==> images/met1.png <==
Scale: 6 px per um. Cells faint in the background.
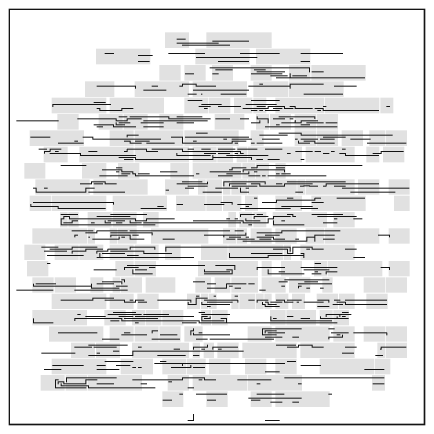
==> images/met2.png <==
Scale: 6 px per um.
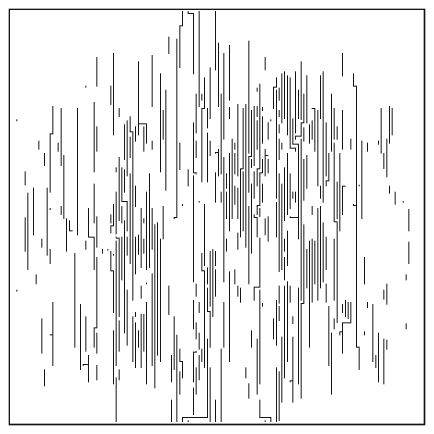
==> config.mk <==
export PLATFORM = sky130hd
export DESIGN_NAME = snoop_responder
export DESIGN_NICKNAME = d
export VERILOG_FILES = /design/src/rtl/snoop_responder.sv
export SDC_FILE = /design/constraint.sdc
export NUM_CORES = 1
export LEC_CHECK = 0
export CORE_MARGIN = 2
export CORE_UTILIZATION = 49
export CTS_BUF_LIST = sky130_fd_sc_hd__clkbuf_8
export DETAILED_ROUTE_END_ITERATION = 8
export PLACE_DENSITY = 0.84
export SYNTH_ARGS = -nofsm -noshare
export SYNTH_HDL_FRONTEND = slang
export SYNTH_SLANG_ARGS = --single-unit
==> constraint.sdc <==
create_clock -name clock -period 2.4 [get_ports clock]
set_input_delay 0.48 -clock clock [delete_from_list [all_inputs] [get_ports clock]]
set_output_delay 0.48 -clock clock [all_outputs]
set_load 0.05 [all_outputs]
==> results_dict.tcl <==
# place-and-route summary
set metrics [dict create \
    cts.path.max_buffers 2 \
    dp_slack_ns 0.139 \
    clock_latency_ns 0.30 \
    hp-class "reg2reg" \
    status "completed" \
    clk_pin_slew_ns 0.08 \
    synth_cell_type_count 35 \
    antenna_found_initial 0 \
    worstMarginPinSlew_ns 0.554 \
    r2r_cells 6 \
    crit_fanout 11 \
    synthCells 158 \
    critical_path_class "reg2out" \
    required_ns 1.92 \
    largest_register_ffs 16 \
    warnings 26 \
    seqPwrFrac_pct 39.6 \
    ys_sh_simple_pct 10.5 \
    cts.htree.levels 2 \
    ys_top_cells_by_area "dfrtp_1 48%, mux2_2 14%, mux2i_1 8.2%" \
    tns_ns 0 \
    drive_gt1_share_pct 30.7 \
    r2r_slack_ns 0.11 \
    top_cell_area_share_pct 48.4 \
    overflow 0 \
    final_core_util_pct 65.4 \
    slew_headroom_pct 63.1 \
    diodes 0 \
    ys_ff 40 \
    fmax_ghz 0.425 \
    finalHoldViolCount 0 \
    drt-vias-per-instance 5.65 \
    grt_max_degree 41 \
    die_y_um 69.0 \
    fin_crit_sh_pct 98.0 \
    ff_type "dfrtp_1" \
    switching_share_pct 35.5 \
    finalSetupViolCount 0 \
    share_comb_of_total_power_pct 37.6 \
    grt_setup_unrepaired "no" \
    whs_path_depth 1 \
    die_w_um 69.0 \
    cell_internal_pwr_mw 1.56 \
    nNetsFinal 228 \
    first_pass_iters 4 \
    layout_top_cells "38 x dfrtp_1, 34 x clkdlybuf4s50_1, 25 x mux2_2, 17 x mux2i_1, 14 x buf_4" \
    drc_errors 0 \
    layout.cells.most_common "dfrtp_1" \
    ys_cells 158 \
    drt-initial-drc-count 69 \
    ant_nets 0 \
    largest_area_cell "dfrtp_1" \
    cts-resized-gates 0 \
    fin_skew_ns 0.00554 \
    yosys_warnings 0 \
    cts.sinks 40 \
    wl_per_cell_um 18.1 \
    start_kind "register" \
    root_buffer "clkbuf_8" \
    power_mw 2.42 \
    rows 23 \
    fp_nets 182 \
    ys_sh_xor_pct 1.69 \
    ys_area_um2 2070 \
    cp.arrival_ns 1.87 \
    core_area_um2 4030 \
    ios 37 \
    place_hpwl_um 3290 \
    mux_share_pct 29.1 \
    grt_pass1_vias 1565 \
    peakVddDrop_mv 0.571 \
    cts_tree "done" \
    drv_slew 0 \
    grtUsageTotal_pct 22.5 \
    postCtsSetupBuffers 0 \
    syn_area_per_cell_um2 13.1 \
    powerDensity_nw_per_um2 918 \
    syn_area_um2 2070 \
    compound_area_share_pct 5.87 \
    clockPowerShare_pct 22.8 \
    drv_cap 0 \
    portBuffers 36 \
]
-- met1.png (at the start) --
share of all routed wire = 42%
nets with wire on the layer = 192
met1 GRT Util: 26.1%
via count: 1441
WL final: 4600 um

-- met2.png (at the start) --
longest straight run = 43.5 um
share of all routed wire = 51%
main direction = vertical
nets with wire on the layer = 210
wire length on this layer = 2340 um
met2 Use GR: 39.5%

## synthesized netlist by cell type (2+ instances only)
library cell	number
inv_1	5
mux4_2	6
a211oi_2	2
buf_2	2
mux2_2	25
xor2_1	3
o221ai_1	2
nand2_1	7
nand2b_1	2
nor2b_1	8
nand3_1	2
a21oi_1	3
nor3_1	2
buf_6	3
dfrtp_1	40
nor2_1	4
clkbuf_1	4
a31oi_1	2
nand4_1	4
mux2i_1	17
## worst max-delay path: stages, from the launching register on
cell             delay [ns]
dfrtp_2                0.53
buf_4                  0.22
clkdlybuf4s50_1        0.83
## layout make-up
type,instances,area [um2]
fill,315,1390
clock buffer,5,68.8
tap,50,62.6
clock inverter,3,42.5
timing repair buffer,48,445
inverter,5,18.8
multi-input combinational,104,993
sequential,40,1000
## layer usage
| layer | GRT usage (%) | share of wire, % | wire length [um] | vias to the layer above |
|---|---|---|---|---|
| met1 | 26.1 | 42 | 1930 | 723 |
| met3 | 5.19 | 5.3 | 245 | 8 |
| met2 | 39.5 | 51 | 2340 | 45 |
| li1 | - | - | - | 665 |
| met4 | 9.80 | 1.8 | 85 | 0 |
| met5 | 0 | 0 | 0 | - |
## stage by stage
stage	area [um2]	hold WS, ns
6_report	2640	0.511
5_1_grt	2640	0.529
4_1_cts	2640	0.515
3_5_place_dp	2520	0.496
3_3_place_gp	2520	0.476
2_1_floorplan	2080	0.475
## power by group through the flow
stage | logic [mW] | clock network [mW] | registers, mW
2_1_floorplan | 0.570 | 0 | 1.02
3_3_place_gp | 0.871 | 0 | 0.956
3_5_place_dp | 0.911 | 0 | 0.968
4_1_cts | 0.914 | 0.561 | 0.955
5_1_grt | 0.977 | 0.586 | 0.976
6_report | 0.910 | 0.552 | 0.957
Power figures rest on the tool's default switching activity, not on a simulated workload.
